$ cat src/rtl/rf_pkg.sv
// Shared register-file constants and the register index type used by decode,
// writeback and the register file itself.
package rf_pkg;

    localparam int RF_WIDTH = 16;
    localparam int RF_DEPTH = 16;
    localparam int RF_AW    = $clog2(RF_DEPTH);

    typedef logic [RF_AW-1:0]    reg_idx_t;
    typedef logic [RF_WIDTH-1:0] reg_data_t;

    // Entry 0 is the hardwired zero register: never written, never pending.
    function automatic logic is_zero_reg(input reg_idx_t idx);
        return idx == '0;
    endfunction

endpackage

$ cat src/rtl/rf_scoreboard.sv
// Pending-write scoreboard: one bit per register, set when an instruction
// claims the register as destination and cleared when writeback lands.
module rf_scoreboard
    import rf_pkg::*;
#(
    parameter int  DEPTH  = RF_DEPTH,
    parameter bit  BYPASS = 1'b1,
    localparam int AW     = $clog2(DEPTH)
) (
    input  logic          clk,
    input  logic          rst,
    input  logic          wr_en,
    input  logic [AW-1:0] wr_addr,
    input  logic          claim_en,
    input  logic [AW-1:0] claim_addr,
    input  logic [AW-1:0] rd_addr1,
    input  logic [AW-1:0] rd_addr2,
    output logic          busy1,
    output logic          busy2
);

    logic [DEPTH-1:0] pending;
    logic             wr_live;
    logic             claim_live;

    assign wr_live    = wr_en && (wr_addr != '0);
    assign claim_live = claim_en && (claim_addr != '0);

    // The claim is applied after the clear so a new producer supersedes the
    // write retiring the old one when both target the same register.
    always_ff @(posedge clk or posedge rst) begin
        if (rst) begin
            pending <= '0;
        end else begin
            if (wr_live) begin
                pending[wr_addr] <= 1'b0;
            end
            if (claim_live) begin
                pending[claim_addr] <= 1'b1;
            end
        end
    end

    logic fwd1;
    logic fwd2;

    assign fwd1 = BYPASS && wr_live && (wr_addr == rd_addr1);
    assign fwd2 = BYPASS && wr_live && (wr_addr == rd_addr2);

    assign busy1 = pending[rd_addr1] && !fwd1;
    assign busy2 = pending[rd_addr2] && !fwd2;

endmodule

$ cat src/rtl/regfile_sb.sv
// WISC register file: one write port, two read ports, hardwired-zero entry 0,
// optional write-to-read bypass and optional registered read data.
module regfile_sb
    import rf_pkg::*;
#(
    parameter int  WIDTH    = RF_WIDTH,
    parameter int  DEPTH    = RF_DEPTH,
    parameter bit  BYPASS   = 1'b1,
    parameter bit  READ_REG = 1'b0,
    localparam int AW       = $clog2(DEPTH)
) (
    input  logic             clk,
    input  logic             rst,
    input  logic             wr_en,
    input  logic [AW-1:0]    wr_addr,
    input  logic [WIDTH-1:0] wr_data,
    input  logic [AW-1:0]    rd_addr1,
    output logic [WIDTH-1:0] rd_data1,
    input  logic [AW-1:0]    rd_addr2,
    output logic [WIDTH-1:0] rd_data2,
    input  logic             claim_en,
    input  logic [AW-1:0]    claim_addr,
    output logic             busy1,
    output logic             busy2
);

    logic [WIDTH-1:0] mem [DEPTH];
    logic             wr_live;

    assign wr_live = wr_en && (wr_addr != '0);

    always_ff @(posedge clk or posedge rst) begin
        if (rst) begin
            for (int i = 0; i < DEPTH; i++) begin
                mem[i] <= '0;
            end
        end else if (wr_live) begin
            mem[wr_addr] <= wr_data;
        end
    end

    logic [WIDTH-1:0] rd_comb1;
    logic [WIDTH-1:0] rd_comb2;

    // Entry 0 is forced to zero here as well, so it never depends on storage.
    always_comb begin
        rd_comb1 = '0;
        rd_comb2 = '0;
        if (rd_addr1 != '0) begin
            if (BYPASS && wr_live && (wr_addr == rd_addr1)) begin
                rd_comb1 = wr_data;
            end else begin
                rd_comb1 = mem[rd_addr1];
            end
        end
        if (rd_addr2 != '0) begin
            if (BYPASS && wr_live && (wr_addr == rd_addr2)) begin
                rd_comb2 = wr_data;
            end else begin
                rd_comb2 = mem[rd_addr2];
            end
        end
    end

    generate
        if (READ_REG) begin : g_rd_reg
            logic [WIDTH-1:0] rd_q1;
            logic [WIDTH-1:0] rd_q2;

            always_ff @(posedge clk or posedge rst) begin
                if (rst) begin
                    rd_q1 <= '0;
                    rd_q2 <= '0;
                end else begin
                    rd_q1 <= rd_comb1;
                    rd_q2 <= rd_comb2;
                end
            end

            assign rd_data1 = rd_q1;
            assign rd_data2 = rd_q2;
        end else begin : g_rd_comb
            assign rd_data1 = rd_comb1;
            assign rd_data2 = rd_comb2;
        end
    endgenerate

    // Busy stays combinational in both read modes; decode samples it with the
    // address in the same cycle.
    rf_scoreboard #(
        .DEPTH  (DEPTH),
        .BYPASS (BYPASS)
    ) u_scoreboard (
        .clk        (clk),
        .rst        (rst),
        .wr_en      (wr_en),
        .wr_addr    (wr_addr),
        .claim_en   (claim_en),
        .claim_addr (claim_addr),
        .rd_addr1   (rd_addr1),
        .rd_addr2   (rd_addr2),
        .busy1      (busy1),
        .busy2      (busy2)
    );

endmodule

$ cat config.mk
export PLATFORM = sky130hd
export DESIGN_NAME = regfile_sb
export DESIGN_NICKNAME = d
export VERILOG_FILES = /design/src/rtl/rf_pkg.sv /design/src/rtl/rf_scoreboard.sv /design/src/rtl/regfile_sb.sv
export SDC_FILE = /design/constraint.sdc
export NUM_CORES = 1
export LEC_CHECK = 0
export ABC_AREA = 1
export CORE_MARGIN = 3
export CORE_UTILIZATION = 55
export CTS_BUF_LIST = sky130_fd_sc_hd__clkbuf_4 sky130_fd_sc_hd__clkbuf_8
export DETAILED_ROUTE_END_ITERATION = 12
export PLACE_DENSITY_LB_ADDON = 0.25
export SLEW_MARGIN = 20
export SYNTH_ARGS = -nofsm -noshare
export SYNTH_HDL_FRONTEND = slang
export SYNTH_SLANG_ARGS = --single-unit
$ cat constraint.sdc
create_clock -name clk -period 10.8 [get_ports clk]
set_input_delay 2.16 -clock clk [delete_from_list [all_inputs] [get_ports clk]]
set_output_delay 2.16 -clock clk [all_outputs]
set_load 0.01 [all_outputs]
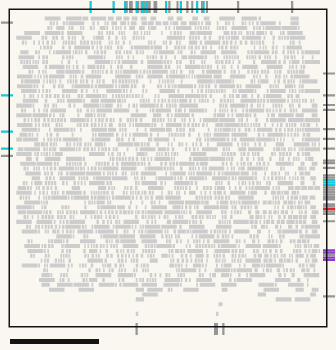
(images/pins.png)
Bar = 50 um. Pins as bars across the die edge, other pins in gray.
legend:
  wr_en:
    color: red
    pins: 1
    direction: input
    edge: east
  claim_addr:
    color: purple
    pins: 4
    direction: input
    edge: east
  rd_data2:
    color: cyan
    pins: 16
    direction: output
    edge: 10 north, 3 east, 3 west

==> results.sh <==
# source this file to load flow results
export IMPL_yosysSeqAreaShare_pct=42.10
export IMPL_common_cells="674 x nand2_1, 377 x o21ai_0, 348 x nand3_1"
export IMPL_post_cts_buffers=0
export IMPL_openroad_warnings=32
export IMPL_worstPathArrival_ns=5.43
export IMPL_cts_root_buffer="clkbuf_8"
export IMPL_synth_flops=272
export IMPL_worstMarginPinSlew_ns=1.186
export IMPL_syn_area_mm2=0.01617
export IMPL_regArea_mm2=0.006807
export IMPL_num_rows=62
export IMPL_rsz0062_at_grt="false"
export IMPL_hold_path_class="register to register"
export IMPL_coreArea_mm2=0.02886
export IMPL_slew_violations=0
export IMPL_p_total_mw=3.171
export IMPL_via_count=16520
export IMPL_gp_congestion=0.8854
export IMPL_totalWireLength_mm=54.81
export IMPL_fin_util_pct=61.77
export IMPL_cts_resized_gates=0
export IMPL_overflow=0
export IMPL_critPathLaunchType="input pin"
export IMPL_ys_area_mm2=0.01617
export IMPL_post_route_cell_area_mm2=0.01782
export IMPL_ys_cells=2436
export IMPL_dp_hpwl_mm=30.29
export IMPL_yosysWarningCount=0
export IMPL_cp_buffers_inverters=3
export IMPL_finalCriticalPeriod_ns=7.590
export IMPL_finalHoldViolCount=0
export IMPL_irDropWorstVdd_mv=0.1203
export IMPL_first_global_vias=15490
export IMPL_clk_path_buf_depth=3
export IMPL_antenna_found_initial=1
export IMPL_cp_max_fo=46
export IMPL_topCellsByArea="dfrtp_1 42%, nand2_1 16%, o21ai_0 12%, nand3_1 11%, inv_1 6.8%"
export IMPL_post_drt_wl_per_cell_um=19.57
export IMPL_crit_family="buffers and inverters"
export IMPL_htreeDepth=2
export IMPL_clk_latency_ns=0.57
export IMPL_synth_area_per_cell_um2=6.637
export IMPL_ctsHoldBuffers=0
export IMPL_combGateArea_mm2=0.007361
export IMPL_cts_sinks=272
export IMPL_postSynthCellCount=2436
export IMPL_ys_types=22
export IMPL_max_stage_delay_ns=0.90
export IMPL_cp_required_ns=8.64
export IMPL_enable_flop_cells=0
export IMPL_status="finished clean"
export IMPL_setup_viol=0
export IMPL_slew_headroom_pct=20.91
export IMPL_end_kind="primary output"
export IMPL_crit_type="input pin to primary output"
export IMPL_path_clk_slew_ns=0.05
export IMPL_cap_violations=0
export IMPL_top_cell_area_share_pct=42.10
export IMPL_synth_nets=2472
export IMPL_ios=70
export IMPL_gr_usage_all_layers_pct=34.72
export IMPL_synthMostInstantiatedCell="nand2_1"
export IMPL_grt_max_degree=133
export IMPL_area_growth_pct=10.25
export IMPL_dp_slack_ns=3.423
export IMPL_port_buffers=69
export IMPL_fp_dieW_um=177.4
export IMPL_synthArstFlopShare_pct=100.0
export IMPL_finalCritPeriodShare_pct=70.28
export IMPL_dpl_instance_area_mm2=0.01673
export IMPL_drive_above_1_share_pct=6.374
export IMPL_ys_flop_type="dfrtp_1"
export IMPL_yosys_area_top_type="dfrtp_1"
export IMPL_die_area_mm2=0.03149
export IMPL_fill_cells=2681
export IMPL_cts_tree="built"
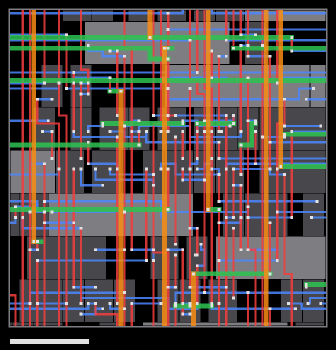
(images/zoom.png)
Bar = 5 um. Region (79, 114) to (99, 134) um. Cells in gray, sequential cells in the stronger gray; small squares are vias.
legend:
  met3:
    color: green
  met4:
    color: orange
  met1:
    color: blue
  met2:
    color: red
sequential cells in the window: 4
cells with their middle in the window: 38
netlist names of flops here include: mem (4)
most frequent: nand2_1 (14), nand3_1 (6), inv_1 (5)

## final cells by class
cell class / count / share of cell area (%)
Sequential cell: 272 / 38.19
Multi-Input combinational cell: 1654 / 41.30
Tap cell: 384 / 2.695
Antenna cell: 1 / 0.01404
Clock buffer: 79 / 5.749
Inverter: 300 / 6.395
Clock inverter: 5 / 0.3018
Timing Repair Buffer: 106 / 5.363
## logic make-up (layout without fill, tap and decap cells)
logic type	Yosys count	count (layout)	share of synthesized area, %
and+or+nand+nor	1189	1189	30.49
AOI/OAI and AO/OA	458	458	14.42
DFF	272	272	42.10
buffers and inverters	510	490	12.60
muxes	1	1	0.06965
xor gates and xnor gates	6	6	0.3250
other	0	1	0
## cell usage in the layout, fill, tap and decap left out, types with 3 or more instances in the layout
master / count
nand3_1: 348
nor2_1: 148
dfrtp_1: 272
clkinv_2: 4
nor2_2: 16
inv_2: 5
o211ai_1: 10
nand2_1: 674
clkdlybuf4s50_1: 64
xor2_1: 6
inv_1: 292
o22ai_1: 9
o21ai_0: 377
buf_4: 37
clkbuf_8: 69
clkbuf_4: 10
a21oi_1: 54
o21ai_1: 7
buf_2: 3
## power breakdown
group	switching, mW	total [mW]	leakage [nW]	internal (mW)
Combinational	0.511	0.774	4.77	0.263
Clock	0.445	1.06	0.573	0.619
Sequential	0.0866	1.33	3.28	1.25
## state kept, by name, indices dropped and copies added, names as in the netlist
name,flops
mem,256
u_scoreboard.pending,16
## path summary, 6_finish.rpt
check,end,from,depth (start not counted)
worst max-delay path,rd_data2[15],rd_addr2[1],6
worst min-delay path,mem[248],mem[248],0
worst max register to register,mem[127],mem[127],1
worst min register to register,mem[248],mem[248],0
max in group asynchronous,mem[193],rst,3
min in group asynchronous,u_scoreboard.pending[15],rst,2
## layer usage
metal | track usage [%] | wire, um | share of wire, % | up-vias
li1 | - | - | - | 7576
met1 | 47.05 | 20820 | 38 | 7558
met2 | 52.28 | 23420 | 43 | 1150
met3 | 8.045 | 7690 | 14 | 229
met4 | 17.51 | 2863 | 5.2 | 2
met5 | 0 | 15 | 0.027 | -
## per-stage QoR
step | std cells | hold slack, ns
floorplan | 2436 | 0.4290
global placement | 2715 | 0.3646
detailed placement | 2715 | 0.3656
CTS | 2799 | 0.3774
global route | 2800 | 0.3874
finish | 2801 | 0.3731
No activity file was given, so power comes from the tool's default toggle rates.
